File: src/rtl/imm_gen_pkg.sv
`default_nettype none
// ============================================================================
// Module      : imm_gen_pkg
// Description : Shared opcode constants and the immediate-format enum used by
//               the ID-stage immediate generator.
// Revision    : 1.0 - initial release
// ============================================================================
package imm_gen_pkg;

    // RV32I major opcodes handled by the immediate generator
    localparam logic [6:0] OPC_OPIMM  = 7'b0010011;
    localparam logic [6:0] OPC_LOAD   = 7'b0000011;
    localparam logic [6:0] OPC_JALR   = 7'b1100111;
    localparam logic [6:0] OPC_STORE  = 7'b0100011;
    localparam logic [6:0] OPC_BRANCH = 7'b1100011;
    localparam logic [6:0] OPC_LUI    = 7'b0110111;
    localparam logic [6:0] OPC_AUIPC  = 7'b0010111;
    localparam logic [6:0] OPC_JAL    = 7'b1101111;
    localparam logic [6:0] OPC_OP     = 7'b0110011;

    // Immediate format reported alongside each decoded entry
    typedef enum logic [2:0] {
        FMT_R    = 3'd0,
        FMT_I    = 3'd1,
        FMT_S    = 3'd2,
        FMT_B    = 3'd3,
        FMT_U    = 3'd4,
        FMT_J    = 3'd5,
        FMT_SH   = 3'd6,
        FMT_NONE = 3'd7
    } fmt_e;

endpackage
`default_nettype wire

File: src/rtl/imm_gen_stage_decode.sv
`default_nettype none
// ============================================================================
// Module      : imm_decode
// Description : Combinational RV32I immediate decoder. Extracts the immediate
//               for every format and sign-extends it to XLEN; shift amounts
//               are zero-extended and sized by XLEN.
// Revision    : 1.0 - initial release
// ============================================================================
module imm_decode
    import imm_gen_pkg::*;
#(
    parameter int XLEN = 32
) (
    input  logic [31:0]     inst,
    output logic [XLEN-1:0] imm,
    output fmt_e            fmt,
    output logic            illegal
);

    localparam int SHW = $clog2(XLEN);

    logic [31:0] w_imm32;
    logic        w_use32;
    logic [2:0]  w_funct3;

    assign w_funct3 = inst[14:12];

    // Select format and build the 32-bit signed immediate, then widen to XLEN
    always_comb begin
        imm     = '0;
        fmt     = FMT_NONE;
        illegal = 1'b0;
        w_imm32 = '0;
        w_use32 = 1'b0;
        case (inst[6:0])
            OPC_OPIMM: begin
                if (w_funct3 == 3'b001 || w_funct3 == 3'b101) begin
                    fmt = FMT_SH;
                end else begin
                    fmt     = FMT_I;
                    w_imm32 = {{20{inst[31]}}, inst[31:20]};
                    w_use32 = 1'b1;
                end
            end
            OPC_LOAD, OPC_JALR: begin
                fmt     = FMT_I;
                w_imm32 = {{20{inst[31]}}, inst[31:20]};
                w_use32 = 1'b1;
            end
            OPC_STORE: begin
                fmt     = FMT_S;
                w_imm32 = {{20{inst[31]}}, inst[31:25], inst[11:7]};
                w_use32 = 1'b1;
            end
            OPC_BRANCH: begin
                fmt     = FMT_B;
                w_imm32 = {{19{inst[31]}}, inst[31], inst[7], inst[30:25], inst[11:8], 1'b0};
                w_use32 = 1'b1;
            end
            OPC_LUI, OPC_AUIPC: begin
                fmt     = FMT_U;
                w_imm32 = {inst[31:12], 12'b0};
                w_use32 = 1'b1;
            end
            OPC_JAL: begin
                fmt     = FMT_J;
                w_imm32 = {{11{inst[31]}}, inst[31], inst[19:12], inst[20], inst[30:21], 1'b0};
                w_use32 = 1'b1;
            end
            OPC_OP: begin
                fmt = FMT_R;
            end
            default: begin
                fmt     = FMT_NONE;
                illegal = 1'b1;
            end
        endcase
        // Sign bit 31 is replicated upward first, then the low word overlaid
        if (w_use32) begin
            imm       = {XLEN{w_imm32[31]}};
            imm[31:0] = w_imm32;
        end else if (fmt == FMT_SH) begin
            imm[SHW-1:0] = inst[20 +: SHW];
        end
    end

endmodule
`default_nettype wire

File: src/rtl/imm_gen_stage.sv
`default_nettype none
// ============================================================================
// Module      : imm_gen_stage
// Description : Registered immediate generator for the ID stage. Decoded
//               results are held in a 2-entry skid buffer (head/tail) so that
//               in_ready_o depends on registered state only.
// Revision    : 1.0 - initial release
// ============================================================================
module imm_gen_stage
    import imm_gen_pkg::*;
#(
    parameter int XLEN  = 32,
    parameter int TAG_W = 32
) (
    input  logic             clk_i,
    input  logic             rst_i,
    input  logic             flush_i,
    input  logic             in_valid_i,
    output logic             in_ready_o,
    input  logic [31:0]      in_inst_i,
    input  logic [TAG_W-1:0] in_tag_i,
    output logic             out_valid_o,
    input  logic             out_ready_i,
    output logic [XLEN-1:0]  out_imm_o,
    output fmt_e             out_fmt_o,
    output logic             out_illegal_o,
    output logic [TAG_W-1:0] out_tag_o
);

    logic [XLEN-1:0]  w_dec_imm;
    fmt_e             w_dec_fmt;
    logic             w_dec_ill;
    logic             w_push;
    logic             w_pop;

    logic [1:0]       r_count;
    logic [XLEN-1:0]  r_head_imm;
    fmt_e             r_head_fmt;
    logic             r_head_ill;
    logic [TAG_W-1:0] r_head_tag;
    logic [XLEN-1:0]  r_tail_imm;
    fmt_e             r_tail_fmt;
    logic             r_tail_ill;
    logic [TAG_W-1:0] r_tail_tag;

    imm_decode #(
        .XLEN (XLEN)
    ) u_decode (
        .inst    (in_inst_i),
        .imm     (w_dec_imm),
        .fmt     (w_dec_fmt),
        .illegal (w_dec_ill)
    );

    assign in_ready_o    = (r_count != 2'd2);
    assign out_valid_o   = (r_count != 2'd0);
    assign w_push        = in_valid_i && in_ready_o;
    assign w_pop         = out_valid_o && out_ready_i;

    // Head data is always presented; status fields are masked while empty
    assign out_imm_o     = r_head_imm;
    assign out_tag_o     = r_head_tag;
    assign out_fmt_o     = out_valid_o ? r_head_fmt : FMT_R;
    assign out_illegal_o = out_valid_o && r_head_ill;

    // Occupancy and entry storage; flush wins over any push or pop
    always_ff @(posedge clk_i or negedge rst_i) begin
        if (!rst_i) begin
            r_count    <= 2'd0;
            r_head_imm <= '0;
            r_head_fmt <= FMT_R;
            r_head_ill <= 1'b0;
            r_head_tag <= '0;
            r_tail_imm <= '0;
            r_tail_fmt <= FMT_R;
            r_tail_ill <= 1'b0;
            r_tail_tag <= '0;
        end else if (flush_i) begin
            r_count <= 2'd0;
        end else begin
            case (r_count)
                2'd0: begin
                    if (w_push) begin
                        r_head_imm <= w_dec_imm;
                        r_head_fmt <= w_dec_fmt;
                        r_head_ill <= w_dec_ill;
                        r_head_tag <= in_tag_i;
                        r_count    <= 2'd1;
                    end
                end
                2'd1: begin
                    if (w_push && w_pop) begin
                        // Old head leaves while the new entry takes its place
                        r_head_imm <= w_dec_imm;
                        r_head_fmt <= w_dec_fmt;
                        r_head_ill <= w_dec_ill;
                        r_head_tag <= in_tag_i;
                    end else if (w_push) begin
                        r_tail_imm <= w_dec_imm;
                        r_tail_fmt <= w_dec_fmt;
                        r_tail_ill <= w_dec_ill;
                        r_tail_tag <= in_tag_i;
                        r_count    <= 2'd2;
                    end else if (w_pop) begin
                        r_count <= 2'd0;
                    end
                end
                2'd2: begin
                    // in_ready_o is low here, so only a pop can occur
                    if (w_pop) begin
                        r_head_imm <= r_tail_imm;
                        r_head_fmt <= r_tail_fmt;
                        r_head_ill <= r_tail_ill;
                        r_head_tag <= r_tail_tag;
                        r_count    <= 2'd1;
                    end
                end
                default: begin
                    r_count <= 2'd0;
                end
            endcase
        end
    end

endmodule
`default_nettype wire

File: config.mk
export PLATFORM = sky130hd
export DESIGN_NAME = imm_gen_stage
export DESIGN_NICKNAME = d
export VERILOG_FILES = /design/src/rtl/imm_gen_pkg.sv /design/src/rtl/imm_gen_stage_decode.sv /design/src/rtl/imm_gen_stage.sv
export SDC_FILE = /design/constraint.sdc
export NUM_CORES = 1
export LEC_CHECK = 0
export CORE_MARGIN = 5
export CORE_UTILIZATION = 46
export DETAILED_ROUTE_END_ITERATION = 6
export GPL_TIMING_DRIVEN = 0
export PLACE_DENSITY = 0.81
export SETUP_SLACK_MARGIN = 0.5
export SLEW_MARGIN = 20
export SYNTH_ARGS = -nofsm -noshare
export SYNTH_HDL_FRONTEND = slang
export SYNTH_SLANG_ARGS = --single-unit
File: constraint.sdc
create_clock -name clk_i -period 1.68 [get_ports clk_i]
set_clock_uncertainty 0.05 [all_clocks]
set_input_delay 0.168 -clock clk_i [delete_from_list [all_inputs] [get_ports clk_i]]
set_output_delay 0.168 -clock clk_i [all_outputs]
set_load 0.1 [all_outputs]
==> impl_metrics.env <==
# physical design summary
export IMPL_status="finished with violations"
export IMPL_violations="setup timing"
export IMPL_cts_tree="done"
export IMPL_fp_dieW_um=126
export IMPL_cp_common_cell="buf_8"
export IMPL_initial_utilization_pct=47.0
export IMPL_max_freq_ghz=0.503
export IMPL_cp_depth=7
export IMPL_setup_violations=108
export IMPL_worstPathRequired_ns=1.93
export IMPL_grt_max_degree=76
export IMPL_cts_path_max_buffers=2
export IMPL_finalNonFillerCells=1087
export IMPL_avgViaCountPerCell=5.92
export IMPL_h_tree_depth=4
export IMPL_post_cts_setup_buffers=22
export IMPL_drc=0
export IMPL_rr_endpoint="out_tag_o[9]"
export IMPL_clk_pin_slew_ns=0.06
export IMPL_warning_count=29
export IMPL_swShare_pct=38.0
export IMPL_r2r_cells=7
export IMPL_ios=139
export IMPL_crit_slowest_cell="dfrtp_2"
export IMPL_cpPeakStageDelay_ns=0.45
export IMPL_path_buffers=2
export IMPL_lay_top_count="nand2_1"
export IMPL_io_buffers=138
export IMPL_p_leak_uw=0.00460
export IMPL_layout_setup_ws_ns=-0.309
export IMPL_slew_viol_final=0
export IMPL_synthArstFlopShare_pct=100
export IMPL_top_area_share_pct=55.5
export IMPL_grt_pass1_vias=6079
export IMPL_ys_types=46
export IMPL_ys_flops=138
export IMPL_r2r_start="r_count[1]"
export IMPL_endpoint="out_tag_o[9]"
export IMPL_antennaDiodeCount=0
## metal layers
metal	global-route usage, %	wire [µm]
met1	32.8	9010
met2	43.2	12000
met3	4.71	1660
met4	11.2	1340
met5	0	0
## synthesized netlist by cell type (8+ instances only)
| master | count |
|---|---|
| o211ai_1 | 8 |
| a211oi_2 | 18 |
| clkbuf_1 | 16 |
| nor2b_1 | 8 |
| buf_2 | 20 |
| nor2_1 | 81 |
| a21oi_1 | 28 |
| a31oi_1 | 34 |
| nor3_1 | 25 |
| o21ai_0 | 20 |
| nand2_1 | 218 |
| dfrtp_1 | 138 |
| nand3_1 | 9 |
## sequential cells by signal, summed over array words and instances, names as in the netlist
register and cells:
r_tail_imm 32, r_tail_fmt 3, r_tail_ill 1, r_count 2
r_head_ill 1, r_head_fmt 3, r_tail_tag 32, out_imm_o 32
out_tag_o 32
## per-stage QoR
stage	hold slack (ns)	util, %
2_1_floorplan	-0.178	-
3_3_place_gp	0.403	59.8
3_5_place_dp	0.0917	60.1
4_1_cts	0.241	73.9
5_1_grt	0.232	79.7
6_report	0.199	79.7
## layout make-up
cell class	count	area (µm²)	share of cell area, %
sequential	138	3460	32.7
clock buffer	20	447	4.23
tap	176	220	2.09
timing repair buffer	191	2670	25.3
buffer	44	479	4.54
clock inverter	12	173	1.64
inverter	4	17.5	0.166
multi-input combinational	502	3090	29.3
## logic make-up after synthesis
| group | after synthesis | share of synthesized area (%) |
|---|---|---|
| buffers and inverters | 48 | 3.90 |
| and+or+nand+nor | 368 | 24.9 |
| DFF | 138 | 55.5 |
| AOI/OAI and AO/OA | 134 | 15.7 |
The clock network:
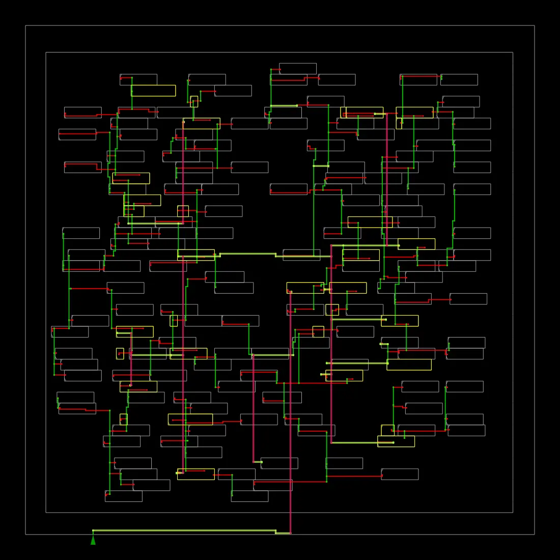
Clock buffer cells: 20
flop count: 138
P_clk: 4000 µW
latest clock arrival within the worst-skew pair: 0.43 ns
# clock sinks: 138

Signal wires on met2:
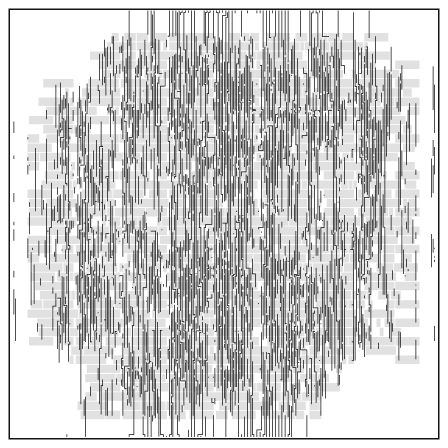
wire length on this layer = 12000 µm
nets with wire on the layer = 872
total number of vias: 6434
drt total wl: 24000 µm
global routing usage on met2: 43.2%

Wiring by layer:
Only two layers are drawn.
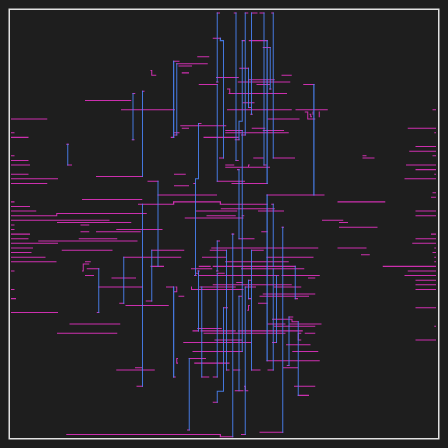
M4 -> blue  # wire length 1340 µm
M3 -> magenta  # wire length 1660 µm
WL/cell: 22.0 µm
GRT Resource Usage Total: 25.8%

Power is estimated from default activity; no workload was simulated.
